run_1/util_map.png
The bar under the picture is 50 microns long. 22 x 22 tiles, from dark purple (low) to yellow (high), 0 to 100% covered.
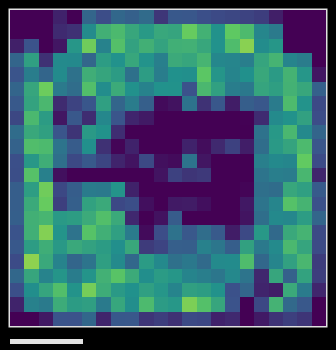
run_1/class_map.png
The bar under the picture is 50 microns long.
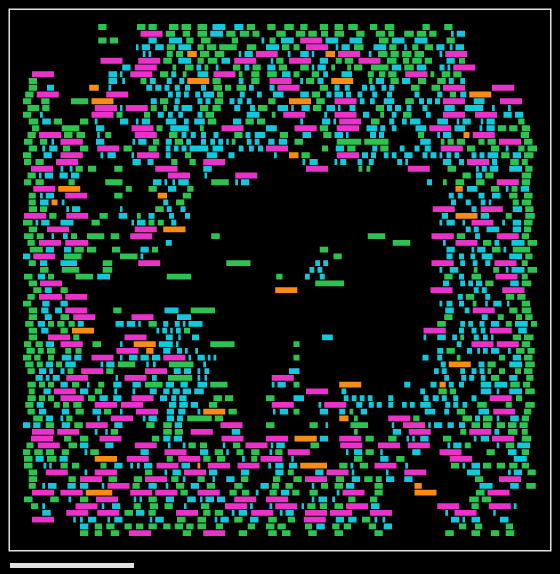
run_1/layers.png
Two of the layers only.
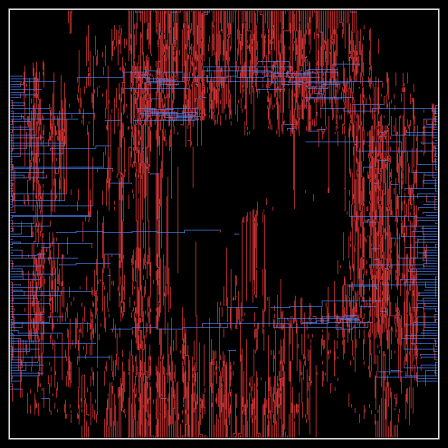
## config.mk

```make
export PLATFORM = sky130hd
export DESIGN_NAME = idex_stage_flat
export DESIGN_NICKNAME = d
export VERILOG_FILES = /design/src/rtl/riscv_pkg.sv /design/src/rtl/idex_stage_if.sv /design/src/rtl/fwd_mux.sv /design/src/rtl/idex_stage.sv /design/src/flat_wrapper.sv
export SDC_FILE = /design/constraint.sdc
export NUM_CORES = 1
export LEC_CHECK = 0
export CAP_MARGIN = 30
export CELL_PAD_IN_SITES_DETAIL_PLACEMENT = 1
export CELL_PAD_IN_SITES_GLOBAL_PLACEMENT = 2
export CORE_MARGIN = 5
export CORE_UTILIZATION = 24
export DETAILED_ROUTE_END_ITERATION = 7
export PLACE_DENSITY = 0.85
export SLEW_MARGIN = 20
export SYNTH_ARGS = -nofsm -noshare
export SYNTH_HDL_FRONTEND = slang
export SYNTH_HIERARCHICAL = 1
export SYNTH_SLANG_ARGS = --single-unit
```

## constraint.sdc

```tcl
create_clock -name clk -period 2.1 [get_ports clk]
set_clock_uncertainty 0.2 [all_clocks]
set_input_delay 0.42 -clock clk [delete_from_list [all_inputs] [get_ports clk]]
set_output_delay 0.42 -clock clk [all_outputs]
set_load 0.02 [all_outputs]
```

## src/rtl/riscv_pkg.sv

```systemverilog
// Shared RV32 definitions: datapath widths, ALU op encodings, result-source
// encodings and the control bundle carried through ID/EX with its bubble value.
package riscv_pkg;

  localparam int unsigned XLEN = 32;
  localparam int unsigned REGW = 5;

  localparam logic [2:0] ALU_ADD = 3'b000;
  localparam logic [2:0] ALU_SUB = 3'b001;
  localparam logic [2:0] ALU_AND = 3'b010;
  localparam logic [2:0] ALU_OR  = 3'b011;
  localparam logic [2:0] ALU_XOR = 3'b100;
  localparam logic [2:0] ALU_SLT = 3'b101;
  localparam logic [2:0] ALU_SLL = 3'b110;
  localparam logic [2:0] ALU_SRL = 3'b111;

  localparam logic [1:0] RESULTSRC_ALU  = 2'b00;
  localparam logic [1:0] RESULTSRC_LOAD = 2'b01;
  localparam logic [1:0] RESULTSRC_PC4  = 2'b10;

  typedef struct packed {
    logic       valid;
    logic       regwrite;
    logic       memwrite;
    logic       branch;
    logic       jump;
    logic [1:0] resultsrc;
    logic [2:0] alucontrol;
    logic       alusrc;
  } ctrl_t;

  localparam ctrl_t CTRL_BUBBLE = '0;

endpackage

```

## src/rtl/idex_stage_if.sv

```systemverilog
// ID/EX bundle: Decode-side inputs, hazard controls, EX/MEM and MEM/WB
// forwarding sources, and the registered/forwarded Execute-side outputs.
// master: the pipeline around the stage; slave: idex_stage itself.
interface idex_stage_if #(
  parameter int unsigned XLEN = riscv_pkg::XLEN,
  parameter int unsigned REGW = riscv_pkg::REGW
);
  logic            valid_d;
  logic [XLEN-1:0] rd1_d, rd2_d, immext_d, pc_d, pcplus4_d;
  logic [REGW-1:0] rs1_d, rs2_d, rd_d;
  logic [2:0]      alucontrol_d;
  logic            alusrc_d, regwrite_d, memwrite_d, branch_d, jump_d;
  logic [1:0]      resultsrc_d;
  logic            hold_e, flush_e;
  logic [REGW-1:0] rd_m, rd_w;
  logic            regwrite_m, regwrite_w;
  logic [XLEN-1:0] aluresult_m, result_w;
  logic [XLEN-1:0] srca_e, srcb_e, writedata_e, immext_e, pc_e, pcplus4_e;
  logic [2:0]      alucontrol_e;
  logic            valid_e, regwrite_e, memwrite_e, branch_e, jump_e;
  logic [1:0]      resultsrc_e;
  logic [REGW-1:0] rd_e;
  logic            lduse_stall;

  modport master (
    output valid_d, rd1_d, rd2_d, immext_d, pc_d, pcplus4_d, rs1_d, rs2_d, rd_d,
           alucontrol_d, alusrc_d, regwrite_d, memwrite_d, branch_d, jump_d, resultsrc_d,
           hold_e, flush_e, rd_m, regwrite_m, aluresult_m, rd_w, regwrite_w, result_w,
    input  srca_e, srcb_e, writedata_e, immext_e, pc_e, pcplus4_e, alucontrol_e, valid_e,
           regwrite_e, memwrite_e, branch_e, jump_e, resultsrc_e, rd_e, lduse_stall
  );

  modport slave (
    input  valid_d, rd1_d, rd2_d, immext_d, pc_d, pcplus4_d, rs1_d, rs2_d, rd_d,
           alucontrol_d, alusrc_d, regwrite_d, memwrite_d, branch_d, jump_d, resultsrc_d,
           hold_e, flush_e, rd_m, regwrite_m, aluresult_m, rd_w, regwrite_w, result_w,
    output srca_e, srcb_e, writedata_e, immext_e, pc_e, pcplus4_e, alucontrol_e, valid_e,
           regwrite_e, memwrite_e, branch_e, jump_e, resultsrc_e, rd_e, lduse_stall
  );
endinterface

```

## src/rtl/fwd_mux.sv

```systemverilog
// Operand forwarding mux for one source register.
// Ports: rs (EX source index), reg_val (registered operand), rd_m/regwrite_m/
// aluresult_m (EX/MEM source), rd_w/regwrite_w/result_w (MEM/WB source),
// fwd_val (operand to use). EX/MEM beats MEM/WB; x0 is never forwarded.
module fwd_mux #(
  parameter int unsigned XLEN = 32,
  parameter int unsigned REGW = 5
) (
  input  logic [REGW-1:0] rs,
  input  logic [XLEN-1:0] reg_val,
  input  logic [REGW-1:0] rd_m,
  input  logic            regwrite_m,
  input  logic [XLEN-1:0] aluresult_m,
  input  logic [REGW-1:0] rd_w,
  input  logic            regwrite_w,
  input  logic [XLEN-1:0] result_w,
  output logic [XLEN-1:0] fwd_val
);
  always_comb begin
    fwd_val = reg_val;
    if (regwrite_m && (rd_m != '0) && (rd_m == rs)) begin
      fwd_val = aluresult_m;
    end else if (regwrite_w && (rd_w != '0) && (rd_w == rs)) begin
      fwd_val = result_w;
    end
  end
endmodule

```

## src/rtl/idex_stage.sv

```systemverilog
// ID/EX pipeline register with operand forwarding and load-use detection.
// Ports: clk, reset_n (async, active-low), bus (idex_stage_if.slave) carrying
// Decode inputs, hold/flush, M/W forwarding sources and Execute outputs.
// Macro IDEX_FORWARDING_EN: when defined, operands are forwarded from EX/MEM
// and MEM/WB and only loads raise lduse_stall; when undefined, operands come
// from the registered values and any register-writing producer in EX stalls.
module idex_stage
  import riscv_pkg::ctrl_t;
  import riscv_pkg::CTRL_BUBBLE;
  import riscv_pkg::RESULTSRC_LOAD;
#(
  parameter int unsigned XLEN = riscv_pkg::XLEN,
  parameter int unsigned REGW = riscv_pkg::REGW
) (
  input logic         clk,
  input logic         reset_n,
  idex_stage_if.slave bus
);
  ctrl_t           e_ctrl_q, e_ctrl_d;
  logic [XLEN-1:0] e_rd1_q, e_rd1_d, e_rd2_q, e_rd2_d, e_imm_q, e_imm_d;
  logic [XLEN-1:0] e_pc_q, e_pc_d, e_pc4_q, e_pc4_d;
  logic [REGW-1:0] e_rs1_q, e_rs1_d, e_rs2_q, e_rs2_d, e_rd_q, e_rd_d;

  // Priority: flush > hold > load.
  always_comb begin
    e_ctrl_d = e_ctrl_q;
    e_rd1_d  = e_rd1_q;
    e_rd2_d  = e_rd2_q;
    e_imm_d  = e_imm_q;
    e_pc_d   = e_pc_q;
    e_pc4_d  = e_pc4_q;
    e_rs1_d  = e_rs1_q;
    e_rs2_d  = e_rs2_q;
    e_rd_d   = e_rd_q;
    if (bus.flush_e) begin
      e_ctrl_d = CTRL_BUBBLE;
      e_rd1_d  = '0;
      e_rd2_d  = '0;
      e_imm_d  = '0;
      e_pc_d   = '0;
      e_pc4_d  = '0;
      e_rs1_d  = '0;
      e_rs2_d  = '0;
      e_rd_d   = '0;
    end else if (!bus.hold_e) begin
      e_ctrl_d = '{valid:      bus.valid_d,
                   regwrite:   bus.regwrite_d,
                   memwrite:   bus.memwrite_d,
                   branch:     bus.branch_d,
                   jump:       bus.jump_d,
                   resultsrc:  bus.resultsrc_d,
                   alucontrol: bus.alucontrol_d,
                   alusrc:     bus.alusrc_d};
      e_rd1_d  = bus.rd1_d;
      e_rd2_d  = bus.rd2_d;
      e_imm_d  = bus.immext_d;
      e_pc_d   = bus.pc_d;
      e_pc4_d  = bus.pcplus4_d;
      e_rs1_d  = bus.rs1_d;
      e_rs2_d  = bus.rs2_d;
      e_rd_d   = bus.rd_d;
      // An empty Decode slot must not write, branch or look like a hazard source.
      if (!bus.valid_d) begin
        e_ctrl_d = CTRL_BUBBLE;
        e_rd_d   = '0;
      end
    end
  end

  always_ff @(posedge clk or negedge reset_n) begin
    if (!reset_n) begin
      e_ctrl_q <= CTRL_BUBBLE;
      e_rd1_q  <= '0;
      e_rd2_q  <= '0;
      e_imm_q  <= '0;
      e_pc_q   <= '0;
      e_pc4_q  <= '0;
      e_rs1_q  <= '0;
      e_rs2_q  <= '0;
      e_rd_q   <= '0;
    end else begin
      e_ctrl_q <= e_ctrl_d;
      e_rd1_q  <= e_rd1_d;
      e_rd2_q  <= e_rd2_d;
      e_imm_q  <= e_imm_d;
      e_pc_q   <= e_pc_d;
      e_pc4_q  <= e_pc4_d;
      e_rs1_q  <= e_rs1_d;
      e_rs2_q  <= e_rs2_d;
      e_rd_q   <= e_rd_d;
    end
  end

  logic fwd_en;
  logic hazard_src;

`ifdef IDEX_FORWARDING_EN
  assign fwd_en     = 1'b1;
  assign hazard_src = (e_ctrl_q.resultsrc == RESULTSRC_LOAD);
`else
  // Without forwarding every pending register write is a hazard for Decode.
  assign fwd_en     = 1'b0;
  assign hazard_src = e_ctrl_q.regwrite;
`endif

  logic [XLEN-1:0] fwd_a, fwd_b;

  fwd_mux #(.XLEN(XLEN), .REGW(REGW)) u_fwd_rs1 (
    .rs          (e_rs1_q),
    .reg_val     (e_rd1_q),
    .rd_m        (bus.rd_m),
    .regwrite_m  (bus.regwrite_m & fwd_en),
    .aluresult_m (bus.aluresult_m),
    .rd_w        (bus.rd_w),
    .regwrite_w  (bus.regwrite_w & fwd_en),
    .result_w    (bus.result_w),
    .fwd_val     (fwd_a)
  );

  fwd_mux #(.XLEN(XLEN), .REGW(REGW)) u_fwd_rs2 (
    .rs          (e_rs2_q),
    .reg_val     (e_rd2_q),
    .rd_m        (bus.rd_m),
    .regwrite_m  (bus.regwrite_m & fwd_en),
    .aluresult_m (bus.aluresult_m),
    .rd_w        (bus.rd_w),
    .regwrite_w  (bus.regwrite_w & fwd_en),
    .result_w    (bus.result_w),
    .fwd_val     (fwd_b)
  );

  assign bus.srca_e       = fwd_a;
  assign bus.srcb_e       = e_ctrl_q.alusrc ? e_imm_q : fwd_b;
  assign bus.writedata_e  = fwd_b;
  assign bus.alucontrol_e = e_ctrl_q.alucontrol;
  assign bus.valid_e      = e_ctrl_q.valid;
  assign bus.regwrite_e   = e_ctrl_q.regwrite;
  assign bus.memwrite_e   = e_ctrl_q.memwrite;
  assign bus.branch_e     = e_ctrl_q.branch;
  assign bus.jump_e       = e_ctrl_q.jump;
  assign bus.resultsrc_e  = e_ctrl_q.resultsrc;
  assign bus.rd_e         = e_rd_q;
  assign bus.immext_e     = e_imm_q;
  assign bus.pc_e         = e_pc_q;
  assign bus.pcplus4_e    = e_pc4_q;

  assign bus.lduse_stall = e_ctrl_q.valid && hazard_src && (e_rd_q != '0) &&
                           ((e_rd_q == bus.rs1_d) || (e_rd_q == bus.rs2_d));
endmodule

```

## src/flat_wrapper.sv

```systemverilog
// flat-port wrapper written by rule: the top's interface ports become plain ports
module idex_stage_flat import riscv_pkg::ctrl_t; import riscv_pkg::CTRL_BUBBLE; import riscv_pkg::RESULTSRC_LOAD;
#(
  parameter int unsigned XLEN = riscv_pkg::XLEN,
  parameter int unsigned REGW = riscv_pkg::REGW
)
  (clk, reset_n, bus_valid_d, bus_rd1_d, bus_rd2_d, bus_immext_d, bus_pc_d, bus_pcplus4_d, bus_rs1_d, bus_rs2_d, bus_rd_d, bus_alucontrol_d, bus_alusrc_d, bus_regwrite_d, bus_memwrite_d, bus_branch_d, bus_jump_d, bus_resultsrc_d, bus_hold_e, bus_flush_e, bus_rd_m, bus_regwrite_m, bus_aluresult_m, bus_rd_w, bus_regwrite_w, bus_result_w, bus_srca_e, bus_srcb_e, bus_writedata_e, bus_immext_e, bus_pc_e, bus_pcplus4_e, bus_alucontrol_e, bus_valid_e, bus_regwrite_e, bus_memwrite_e, bus_branch_e, bus_jump_e, bus_resultsrc_e, bus_rd_e, bus_lduse_stall);
  idex_stage_if #(.XLEN(XLEN), .REGW(REGW)) bus_i ();
  input logic clk;
  input logic reset_n;
  input wire logic [$bits(bus_i.valid_d)-1:0] bus_valid_d;
  input wire logic [$bits(bus_i.rd1_d)-1:0] bus_rd1_d;
  input wire logic [$bits(bus_i.rd2_d)-1:0] bus_rd2_d;
  input wire logic [$bits(bus_i.immext_d)-1:0] bus_immext_d;
  input wire logic [$bits(bus_i.pc_d)-1:0] bus_pc_d;
  input wire logic [$bits(bus_i.pcplus4_d)-1:0] bus_pcplus4_d;
  input wire logic [$bits(bus_i.rs1_d)-1:0] bus_rs1_d;
  input wire logic [$bits(bus_i.rs2_d)-1:0] bus_rs2_d;
  input wire logic [$bits(bus_i.rd_d)-1:0] bus_rd_d;
  input wire logic [$bits(bus_i.alucontrol_d)-1:0] bus_alucontrol_d;
  input wire logic [$bits(bus_i.alusrc_d)-1:0] bus_alusrc_d;
  input wire logic [$bits(bus_i.regwrite_d)-1:0] bus_regwrite_d;
  input wire logic [$bits(bus_i.memwrite_d)-1:0] bus_memwrite_d;
  input wire logic [$bits(bus_i.branch_d)-1:0] bus_branch_d;
  input wire logic [$bits(bus_i.jump_d)-1:0] bus_jump_d;
  input wire logic [$bits(bus_i.resultsrc_d)-1:0] bus_resultsrc_d;
  input wire logic [$bits(bus_i.hold_e)-1:0] bus_hold_e;
  input wire logic [$bits(bus_i.flush_e)-1:0] bus_flush_e;
  input wire logic [$bits(bus_i.rd_m)-1:0] bus_rd_m;
  input wire logic [$bits(bus_i.regwrite_m)-1:0] bus_regwrite_m;
  input wire logic [$bits(bus_i.aluresult_m)-1:0] bus_aluresult_m;
  input wire logic [$bits(bus_i.rd_w)-1:0] bus_rd_w;
  input wire logic [$bits(bus_i.regwrite_w)-1:0] bus_regwrite_w;
  input wire logic [$bits(bus_i.result_w)-1:0] bus_result_w;
  output wire logic [$bits(bus_i.srca_e)-1:0] bus_srca_e;
  output wire logic [$bits(bus_i.srcb_e)-1:0] bus_srcb_e;
  output wire logic [$bits(bus_i.writedata_e)-1:0] bus_writedata_e;
  output wire logic [$bits(bus_i.immext_e)-1:0] bus_immext_e;
  output wire logic [$bits(bus_i.pc_e)-1:0] bus_pc_e;
  output wire logic [$bits(bus_i.pcplus4_e)-1:0] bus_pcplus4_e;
  output wire logic [$bits(bus_i.alucontrol_e)-1:0] bus_alucontrol_e;
  output wire logic [$bits(bus_i.valid_e)-1:0] bus_valid_e;
  output wire logic [$bits(bus_i.regwrite_e)-1:0] bus_regwrite_e;
  output wire logic [$bits(bus_i.memwrite_e)-1:0] bus_memwrite_e;
  output wire logic [$bits(bus_i.branch_e)-1:0] bus_branch_e;
  output wire logic [$bits(bus_i.jump_e)-1:0] bus_jump_e;
  output wire logic [$bits(bus_i.resultsrc_e)-1:0] bus_resultsrc_e;
  output wire logic [$bits(bus_i.rd_e)-1:0] bus_rd_e;
  output wire logic [$bits(bus_i.lduse_stall)-1:0] bus_lduse_stall;
  assign bus_i.valid_d = bus_valid_d;
  assign bus_i.rd1_d = bus_rd1_d;
  assign bus_i.rd2_d = bus_rd2_d;
  assign bus_i.immext_d = bus_immext_d;
  assign bus_i.pc_d = bus_pc_d;
  assign bus_i.pcplus4_d = bus_pcplus4_d;
  assign bus_i.rs1_d = bus_rs1_d;
  assign bus_i.rs2_d = bus_rs2_d;
  assign bus_i.rd_d = bus_rd_d;
  assign bus_i.alucontrol_d = bus_alucontrol_d;
  assign bus_i.alusrc_d = bus_alusrc_d;
  assign bus_i.regwrite_d = bus_regwrite_d;
  assign bus_i.memwrite_d = bus_memwrite_d;
  assign bus_i.branch_d = bus_branch_d;
  assign bus_i.jump_d = bus_jump_d;
  assign bus_i.resultsrc_d = bus_resultsrc_d;
  assign bus_i.hold_e = bus_hold_e;
  assign bus_i.flush_e = bus_flush_e;
  assign bus_i.rd_m = bus_rd_m;
  assign bus_i.regwrite_m = bus_regwrite_m;
  assign bus_i.aluresult_m = bus_aluresult_m;
  assign bus_i.rd_w = bus_rd_w;
  assign bus_i.regwrite_w = bus_regwrite_w;
  assign bus_i.result_w = bus_result_w;
  assign bus_srca_e = bus_i.srca_e;
  assign bus_srcb_e = bus_i.srcb_e;
  assign bus_writedata_e = bus_i.writedata_e;
  assign bus_immext_e = bus_i.immext_e;
  assign bus_pc_e = bus_i.pc_e;
  assign bus_pcplus4_e = bus_i.pcplus4_e;
  assign bus_alucontrol_e = bus_i.alucontrol_e;
  assign bus_valid_e = bus_i.valid_e;
  assign bus_regwrite_e = bus_i.regwrite_e;
  assign bus_memwrite_e = bus_i.memwrite_e;
  assign bus_branch_e = bus_i.branch_e;
  assign bus_jump_e = bus_i.jump_e;
  assign bus_resultsrc_e = bus_i.resultsrc_e;
  assign bus_rd_e = bus_i.rd_e;
  assign bus_lduse_stall = bus_i.lduse_stall;
  idex_stage #(.XLEN(XLEN), .REGW(REGW)) u_core (.clk(clk), .reset_n(reset_n), .bus(bus_i));
endmodule
```

==> flow_summary.html, run 1 <==
<h3>Flow metrics</h3>
<table>
<tr><th>Metric</th><th>Value</th></tr>
<tr><th colspan="2">Critical path</th></tr>
<tr><td>Launching element of the worst setup path</td><td>u_core/e_ctrl_q[0]$_DFFE_PN0P_</td></tr>
<tr><td>Largest driver fanout on the critical path</td><td>6</td></tr>
<tr><td>Internal reg-to-reg setup slack</td><td>slightly above 0.8 ns</td></tr>
<tr><td>Crit path buf inv count</td><td>4</td></tr>
<tr><td>CP cell instances</td><td>buf_12, buf_12, buf_12, mux2_4, buf_6</td></tr>
<tr><td>Slowest cell on the critical path</td><td>dfrtp_2</td></tr>
<tr><td>Crit Reg-Reg Startpoint</td><td>u_core/e_ctrl_q[0]$_DFFE_PN0P_</td></tr>
<tr><td>Critical Path Stages</td><td>5</td></tr>
<tr><td>Category of the worst setup path capture point</td><td>output pin</td></tr>
<tr><td>Worst EP arrival</td><td>approximately 1.8 ns</td></tr>
<tr><td>CP peak stage delay</td><td>around 0.42 ns</td></tr>
<tr><td>Worst endpoint required time</td><td>1.48 ns</td></tr>
<tr><td>Crit-path leading delay family</td><td>buffers and inverters</td></tr>
<tr><td>Capture instance of the worst register-to-register path</td><td>u_core/e_ctrl_q[0]$_DFFE_PN0P_</td></tr>
<tr><td>Type of the setup path with the least slack</td><td>flop to output pin</td></tr>
<tr><td>CP dominant cell by count</td><td>buf_12</td></tr>
<tr><td>Setup crit end</td><td>bus_srcb_e[1]</td></tr>
<tr><td>Cells on worst reg2reg path</td><td>4</td></tr>
<tr><td>Kind of start point of the critical path</td><td>flop</td></tr>
<tr><th colspan="2">Finish</th></tr>
<tr><td>Non-Filler Instances</td><td>2,106</td></tr>
<tr><td>Area used by multi-input combinational logic</td><td>5430 sq um</td></tr>
<tr><td>Number of clock buffers in the layout</td><td>18</td></tr>
<tr><td>Clock buffers and inverters, area share</td><td>0.0351</td></tr>
<tr><td>Area growth, synth to finish</td><td>66.6%</td></tr>
<tr><td>Fin nets</td><td>between 1,500 and 2,000</td></tr>
<tr><td>Most common logic cells in the final layout</td><td>clkdlybuf4s50_1, dfrtp_1, nor2_1</td></tr>
<tr><td>#MultiIn Comb</td><td>717</td></tr>
<tr><td>Combinational share of cell area</td><td>0.315</td></tr>
<tr><td>Most common cell after layout, fill and taps aside</td><td>clkdlybuf4s50_1</td></tr>
<tr><td>Cell class with the largest area share</td><td>non-clock buffers</td></tr>
<tr><td>FILL cells</td><td>approximately 4,700</td></tr>
<tr><td>Layout cell share with drive strength beyond 1</td><td>0.220</td></tr>
<tr><td>Seq_cells</td><td>roughly 190</td></tr>
<tr><td>Diode insertion count for antenna repair</td><td>1</td></tr>
<tr><td>Non-clock buffer contribution to total cell area</td><td>0.337</td></tr>
<tr><td>Buffers excl. clock</td><td>585</td></tr>
<tr><td>Number of logic inverters in the finished layout</td><td>0</td></tr>
<tr><th colspan="2">Logic synthesis</th></tr>
<tr><td>Adders+Majority by Area</td><td>0</td></tr>
<tr><td>Post-synthesis share of cell area spent on and-or and or-and gates</td><td>0.106</td></tr>
<tr><td>Top cells by area in the synthesized netlist</td><td>dfrtp_1, mux2i_1, nor2_1</td></tr>
<tr><td>Multiplexer fraction of the synthesized cell area</td><td>0.199</td></tr>
<tr><td>Most frequent cell after synthesis</td><td>dfrtp_1</td></tr>
<tr><td>Cells after Synth</td><td>slightly above 1,000</td></tr>
<tr><td>Portion of the post-synthesis area used by sequential elements</td><td>0.450</td></tr>
<tr><td>Dominant synthesized flop cell</td><td>dfrtp_1</td></tr>
<tr><td>Synth Register Bits</td><td>around 190</td></tr>
<tr><td>Post-synth ARST share</td><td>1.00</td></tr>
<tr><td># Cells Yosys</td><td>1,014</td></tr>
<tr><td>Area share of the leading cell type in the synthesized netlist</td><td>0.450</td></tr>
<tr><td>Summed standard-cell area reported by yosys</td><td>just over 10,000 sq um</td></tr>
<tr><td>Xor/xnor share of the synthesized area</td><td>0.0220</td></tr>
<tr><td>Number of flops mapped to enable cells by yosys</td><td>0</td></tr>
<tr><td>Cell area after technology mapping</td><td>10,300 sq um</td></tr>
<tr><td>Prevailing logic family in the synthesized netlist</td><td>multiplexers</td></tr>
<tr><td>Ranking of synthesized cells by instance count</td><td>dfrtp_1, nor2_1, mux2i_1, nor4_1</td></tr>
<tr><td>Simple-gate area share of the yosys netlist</td><td>0.159</td></tr>
<tr><td>Largest area contributor in the netlist</td><td>dfrtp_1</td></tr>
<tr><td>Average footprint of a synthesized cell</td><td>about 10 sq um</td></tr>
<tr><td>Cell Type Count</td><td>33</td></tr>
<tr><td>Synthesis warning total</td><td>6</td></tr>
<tr><th colspan="2">Clocking</th></tr>
<tr><td>TritonCTS clock tree</td><td>yes</td></tr>
<tr><td>Count of cells resized by post-cts repair</td><td>~670</td></tr>
<tr><td># clock sinks</td><td>~190</td></tr>
<tr><td>Insertion delay at the late pin of the worst-skew pair</td><td>about 0.49 ns</td></tr>
<tr><td>Count of H-tree levels built during CTS</td><td>4</td></tr>
<tr><td>Hold buffer count at CTS</td><td>2</td></tr>
<tr><td>Clock Root Buffer</td><td>clkbuf_16</td></tr>
<tr><td>Clock input transition at the sequential cells of the worst setup and hold paths</td><td>roughly 0.080 ns</td></tr>
<tr><td>Post-CTS Setup Inserts</td><td>20</td></tr>
<tr><td>Buffers from clock root to sink, at most</td><td>2</td></tr>
<tr><td>Cts bufs inserted</td><td>17</td></tr>
<tr><th colspan="2">Final timing</th></tr>
<tr><td>Unrepaired setup endpoints after global routing</td><td>true</td></tr>
<tr><td>Finish-stage setup viols</td><td>~40</td></tr>
<tr><td>Min Hold Slack</td><td>0.200 ns</td></tr>
<tr><td>Transition at the pin with the smallest max-transition slack</td><td>~2.1 ns</td></tr>
<tr><td>Total Neg Setup Slack</td><td>-7.39 ns</td></tr>
<tr><td>Highest Clock Rate</td><td>approximately 0.42 GHz</td></tr>
<tr><td>Final hold violation count</td><td>0</td></tr>
<tr><td>Setup WS post-layout</td><td>-0.303 ns</td></tr>
<tr><td>Final clock period utilization by the worst path</td><td>1.14</td></tr>
<tr><td>Max-slew headroom</td><td>-0.400</td></tr>
<tr><td>Final critical-path required period</td><td>~2.4 ns</td></tr>
<tr><td>Max-slew violations</td><td>233</td></tr>
<tr><th colspan="2">Route</th></tr>
<tr><td>DRC</td><td>0</td></tr>
<tr><td>Routed wl met2</td><td>between 20,000 and 30,000 microns</td></tr>
<tr><td>Sum of met3 wire segment lengths after detailed routing</td><td>roughly 4000 microns</td></tr>
<tr><td>Final routed wirelength across all metal layers</td><td>52,900 microns</td></tr>
<tr><td>Starting DRT DRC Count</td><td>between 500 and 600</td></tr>
<tr><td>Top routing layer in use</td><td>met5</td></tr>
<tr><td>Total routed wire length on the met1 layer</td><td>between 20,000 and 25,000 microns</td></tr>
<tr><td>Mean number of vias per cell</td><td>between 5 and 6</td></tr>
<tr><td>Antenna viol nets, final</td><td>0</td></tr>
<tr><td>DRT Pass-1 Iters</td><td>5</td></tr>
<tr><td>Overall via count from detail_route</td><td>~11,000</td></tr>
<tr><th colspan="2">Placed design</th></tr>
<tr><td>Dpl ws</td><td>-0.754 ns</td></tr>
<tr><td>Count of placed standard cells including taps</td><td>about 2,000</td></tr>
<tr><td>Count of input and output buffers</td><td>between 400 and 500</td></tr>
<tr><td>Dpl cell area</td><td>16,100 sq um</td></tr>
<tr><td>Detailed placer's ending HPWL</td><td>approximately 37,000 microns</td></tr>
<tr><td>Final estimated routing congestion in global placement</td><td>between 0.8 and 0.9</td></tr>
<tr><th colspan="2">Status</th></tr>
<tr><td>Violated checks</td><td>slew limit, setup timing</td></tr>
<tr><td>Result of the run</td><td>finished, violations left</td></tr>
<tr><th colspan="2">Global route</th></tr>
<tr><td>Met3 Track Usage GR</td><td>0.0727</td></tr>
<tr><td>First-pass GRT wire length</td><td>76,800 microns</td></tr>
<tr><td>Via count of the first global-routing pass</td><td>about 12,000</td></tr>
<tr><td>Antenna violations before repair</td><td>3</td></tr>
<tr><td>Global-route layer with the greatest usage</td><td>met2</td></tr>
<tr><td>Grt ovf</td><td>0</td></tr>
<tr><td>Pin count of the biggest net entering global routing</td><td>88</td></tr>
<tr><td>Met2 routing resource usage after global routing</td><td>0.367</td></tr>
<tr><td>Routing usage on met1</td><td>0.259</td></tr>
<tr><th colspan="2">Hold path</th></tr>
<tr><td>Hold Path Class</td><td>input port to async pin</td></tr>
<tr><th colspan="2">Floorplan</th></tr>
<tr><td>Die H</td><td>218 microns</td></tr>
<tr><td>Die W</td><td>~220 microns</td></tr>
<tr><td>Number of placed I/O pins</td><td>roughly 470</td></tr>
<tr><td>Chip area</td><td>between 40,000 and 50,000 sq um</td></tr>
<tr><th colspan="2">Power and ir drop</th></tr>
<tr><td>Reported net switching power</td><td>~0.0035 W</td></tr>
<tr><td>Leading power group</td><td>sequential cells</td></tr>
<tr><td>Part of the total power dissipated in the clock network</td><td>0.332</td></tr>
<tr><td>Highest ir drop seen on vdd</td><td>between 0.4 and 0.5 mV</td></tr>
<tr><td>Cell-internal power</td><td>0.00702 W</td></tr>
<tr><td>Areal power density over the cells</td><td>roughly 600 nW/um^2</td></tr>
<tr><td>Part of the power in registers</td><td>0.371</td></tr>
<tr><td>Part of the total power dissipated in combinational logic</td><td>0.297</td></tr>
<tr><td>Total power consumption of the routed design</td><td>~0.011 W</td></tr>
<tr><td>Leakage power figure</td><td>between 7 and 8 nW</td></tr>
<tr><td>Clock net power</td><td>around 0.0035 W</td></tr>
<tr><td>Seq pwr</td><td>0.00392 W</td></tr>
<tr><td>Switching part of the total power</td><td>0.335</td></tr>
<tr><td>Combinational power</td><td>between 0.003 and 0.004 W</td></tr>
<tr><th colspan="2">Flow run</th></tr>
<tr><td>Max-cap viol count</td><td>0</td></tr>
<tr><td>OpenROAD warning count</td><td>30</td></tr>
</table>
Back to the opening pictures, util_map.png:
emptiest ninth of the die: centre
mean over tiles: 35%
tiles over 75% full: 2.5%
fullest tile: 83%
core region area: 42,900 sq um
Core Util at FP: 0.241
final core utilization: 0.402

Back to the opening pictures, class_map.png:
| class | colour | cells |
|---|---|---|
| remaining buffers and delay cells | green | 585 |
| remaining logic cells | cyan | 717 |
| sequential cells | magenta | 186 |
| clock drivers and dummy loads | orange | 32 |
Seq/total area: 0.270
number of standard-cell rows in the floorplan: 76
post-route cell area: 17,200 sq um

Back to the opening pictures, layers.png:
| layer | colour | wire length |
|---|---|---|
| M3 | blue | 4,000 microns |
| M2 | red | 26.1 mm |
post-DR wirelength/cell: 25.1 microns
overall global routing resource usage: 0.217

## Run 2: what changed since run 1
Settings changed: CORE_MARGIN 5 to default, CTS_CLUSTER_DIAMETER from default to 100.
run_2/util_map.png
The bar under the picture is 50 microns long. 21 x 21 tiles, from dark purple (low) to yellow (high), 0 to 100% covered.
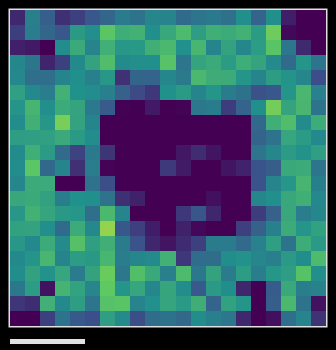
tiles over 75% full: 1.1%
emptiest ninth of the die: centre
densest ninth of the die: south-west
fullest tile: 83%
mean over tiles: 37%
nearly empty tiles: 16%
final core utilization: 0.404
Core Util at FP: 0.245
core region area: 42,200 sq um

==> run 2 against run 1 <==
Compared with the run above: the flow still finishes with violations (slew limit, setup timing); first-iteration DRC count rose by 12%; non-clock buffer count fell by 2; cell count fell by 2.3%.
==> flow_summary.html, run 2 <==
<h3>Flow metrics</h3>
<table>
<tr><th>Metric</th><th>Value</th></tr>
<tr><th colspan="2">Power and ir drop</th></tr>
<tr><td>Cell-internal power</td><td>0.00685 W (-2.5%)</td></tr>
<tr><td>Total power consumption of the routed design</td><td>0.0103 W (-2.3%)</td></tr>
<tr><td>Areal power density over the cells</td><td>605 nW/um^2 (-1.3%)</td></tr>
<tr><td>Part of the power in registers</td><td>0.380 (+0.009)</td></tr>
<tr><td>Leakage power figure</td><td>7.87 nW (-0.52%)</td></tr>
<tr><td>Seq pwr</td><td>0.00392 W (about the same)</td></tr>
<tr><td>Part of the total power dissipated in the clock network</td><td>0.316 (-0.016)</td></tr>
<tr><td>Part of the total power dissipated in combinational logic</td><td>0.304 (+0.007)</td></tr>
<tr><td>Switching part of the total power</td><td>0.336 (+0.000977)</td></tr>
<tr><th colspan="2">Finish</th></tr>
<tr><td>Buffers excl. clock</td><td>583 (-0.34%)</td></tr>
<tr><td>Diode insertion count for antenna repair</td><td>0 (-1)</td></tr>
<tr><td>#MultiIn Comb</td><td>717 (unchanged)</td></tr>
<tr><td>Seq/total area</td><td>0.273 (+0.00286)</td></tr>
<tr><td>Non-Filler Instances</td><td>2,057 (-2.3%)</td></tr>
<tr><td>Number of logic inverters in the finished layout</td><td>0 (unchanged)</td></tr>
<tr><td>Fin nets</td><td>1,771 (-0.11%)</td></tr>
<tr><td>Combinational share of cell area</td><td>0.322 (+0.00694)</td></tr>
<tr><td>Seq_cells</td><td>186 (unchanged)</td></tr>
<tr><td>Area growth, synth to finish</td><td>64.9%</td></tr>
<tr><td>Number of clock buffers in the layout</td><td>19 (+1)</td></tr>
<tr><td>FILL cells</td><td>4,741 (-0.084%)</td></tr>
<tr><td>Post-route cell area</td><td>17,100 sq um (-1.1%)</td></tr>
<tr><td>Layout cell share with drive strength beyond 1</td><td>0.217 (-0.00366)</td></tr>
<tr><th colspan="2">Final timing</th></tr>
<tr><td>Final hold violation count</td><td>0 (unchanged)</td></tr>
<tr><td>Unrepaired setup endpoints after global routing</td><td>true</td></tr>
<tr><td>Min Hold Slack</td><td>0.0962 ns (-0.104 ns)</td></tr>
<tr><td>Final critical-path required period</td><td>2.42 ns (+0.0173 ns)</td></tr>
<tr><td>Finish-stage setup viols</td><td>34 (-17%)</td></tr>
<tr><td>Setup WS post-layout</td><td>-0.320 ns (-0.0173 ns)</td></tr>
<tr><td>Transition at the pin with the smallest max-transition slack</td><td>2.09 ns (-0.00676 ns)</td></tr>
<tr><td>Max-slew violations</td><td>266 (+14%)</td></tr>
<tr><td>Max-slew headroom</td><td>-0.392 (+0.00789)</td></tr>
<tr><th colspan="2">Clocking</th></tr>
<tr><td>Post-CTS Setup Inserts</td><td>21 (+5.0%)</td></tr>
<tr><td>TritonCTS clock tree</td><td>yes</td></tr>
<tr><td># clock sinks</td><td>186 (unchanged)</td></tr>
<tr><td>Count of cells resized by post-cts repair</td><td>672 (unchanged)</td></tr>
<tr><td>Count of H-tree levels built during CTS</td><td>4 (unchanged)</td></tr>
<tr><th colspan="2">Critical path</th></tr>
<tr><td>Crit Reg-Reg Startpoint</td><td>u_core/e_rd2_q[25]$_DFFE_PN0P_</td></tr>
<tr><td>Cells on worst reg2reg path</td><td>5 (+1)</td></tr>
<tr><td>Internal reg-to-reg setup slack</td><td>0.78 ns (-0.03 ns)</td></tr>
<tr><td>Critical Path Stages</td><td>4 (-1)</td></tr>
<tr><td>Crit-path leading delay family</td><td>simple AND/OR/NAND/NOR gates</td></tr>
<tr><td>Slowest cell on the critical path</td><td>or4_4</td></tr>
<tr><td>Crit path buf inv count</td><td>1 (-3)</td></tr>
<tr><td>Category of the worst setup path capture point</td><td>output pin</td></tr>
<tr><td>CP cell instances</td><td>or4_4, o211ai_2, a21oi_2, buf_4</td></tr>
<tr><td>Capture instance of the worst register-to-register path</td><td>u_core/e_rd2_q[25]$_DFFE_PN0P_</td></tr>
<tr><td>Launching element of the worst setup path</td><td>u_core/bus.rd_e[1]$_DFFE_PN0P_</td></tr>
<tr><td>Setup crit end</td><td>bus_lduse_stall</td></tr>
<tr><th colspan="2">Logic synthesis</th></tr>
<tr><td># Cells Yosys</td><td>1,014 (unchanged)</td></tr>
<tr><td>Average footprint of a synthesized cell</td><td>10.2 sq um (unchanged)</td></tr>
<tr><td>Number of flops mapped to enable cells by yosys</td><td>0 (unchanged)</td></tr>
<tr><td>Top cells by area in the synthesized netlist</td><td>dfrtp_1, mux2i_1, nor2_1</td></tr>
<tr><td>Synthesis warning total</td><td>6 (unchanged)</td></tr>
<tr><td>Dominant synthesized flop cell</td><td>dfrtp_1</td></tr>
<tr><td>Synth Register Bits</td><td>186 (unchanged)</td></tr>
<tr><td>Cell Type Count</td><td>33 (unchanged)</td></tr>
<tr><td>Cells after Synth</td><td>1,014 (unchanged)</td></tr>
<tr><td>Largest area contributor in the netlist</td><td>dfrtp_1</td></tr>
<tr><td>Summed standard-cell area reported by yosys</td><td>10,300 sq um (unchanged)</td></tr>
<tr><td>Post-synthesis share of cell area spent on and-or and or-and gates</td><td>0.106 (unchanged)</td></tr>
<tr><td>Area share of the leading cell type in the synthesized netlist</td><td>0.450 (unchanged)</td></tr>
<tr><td>Adders+Majority by Area</td><td>0 (unchanged)</td></tr>
<tr><td>Xor/xnor share of the synthesized area</td><td>0.0220 (unchanged)</td></tr>
<tr><th colspan="2">Floorplan</th></tr>
<tr><td>Number of placed I/O pins</td><td>474 (unchanged)</td></tr>
<tr><td>Die W</td><td>210 microns (-3.7%)</td></tr>
<tr><td>Chip area</td><td>43,900 sq um (-7.2%)</td></tr>
<tr><th colspan="2">Global route</th></tr>
<tr><td>Overall global routing resource usage</td><td>0.236 (+0.0194)</td></tr>
<tr><td>Met2 routing resource usage after global routing</td><td>0.406 (+0.0393)</td></tr>
<tr><td>Met3 Track Usage GR</td><td>0.0661 (-0.00661)</td></tr>
<tr><td>Grt ovf</td><td>0 (unchanged)</td></tr>
<tr><td>Routing usage on met1</td><td>0.285 (+0.0263)</td></tr>
<tr><td>Pin count of the biggest net entering global routing</td><td>89 (+1.1%)</td></tr>
<tr><td>Global-route layer with the greatest usage</td><td>met2</td></tr>
<tr><td>First-pass GRT wire length</td><td>76,500 microns (-0.46%)</td></tr>
<tr><th colspan="2">Placed design</th></tr>
<tr><td>Detailed placer's ending HPWL</td><td>35,400 microns (-4.9%)</td></tr>
<tr><td>Count of placed standard cells including taps</td><td>1,990 (-2.2%)</td></tr>
<tr><td>Dpl cell area</td><td>16,000 sq um (-0.64%)</td></tr>
<tr><td>Final estimated routing congestion in global placement</td><td>0.810 (-2.7%)</td></tr>
<tr><th colspan="2">Flow run</th></tr>
<tr><td>OpenROAD warning count</td><td>30 (unchanged)</td></tr>
<tr><th colspan="2">Route</th></tr>
<tr><td>Total routed wire length on the met1 layer</td><td>21,000 microns (-2.5%)</td></tr>
<tr><td>Final routed wirelength across all metal layers</td><td>51,900 microns (-1.9%)</td></tr>
<tr><td>DRT Pass-1 Iters</td><td>5 (unchanged)</td></tr>
<tr><td>Overall via count from detail_route</td><td>10,800 (+0.95%)</td></tr>
<tr><td>Top routing layer in use</td><td>met5</td></tr>
<tr><td>Post-DR wirelength/cell</td><td>25.2 microns (+0.48%)</td></tr>
<tr><th colspan="2">Status</th></tr>
<tr><td>Violated checks</td><td>slew limit, setup timing</td></tr>
<tr><td>Result of the run</td><td>finished, violations left</td></tr>
</table>
Power is estimated from default activity; no workload was simulated.
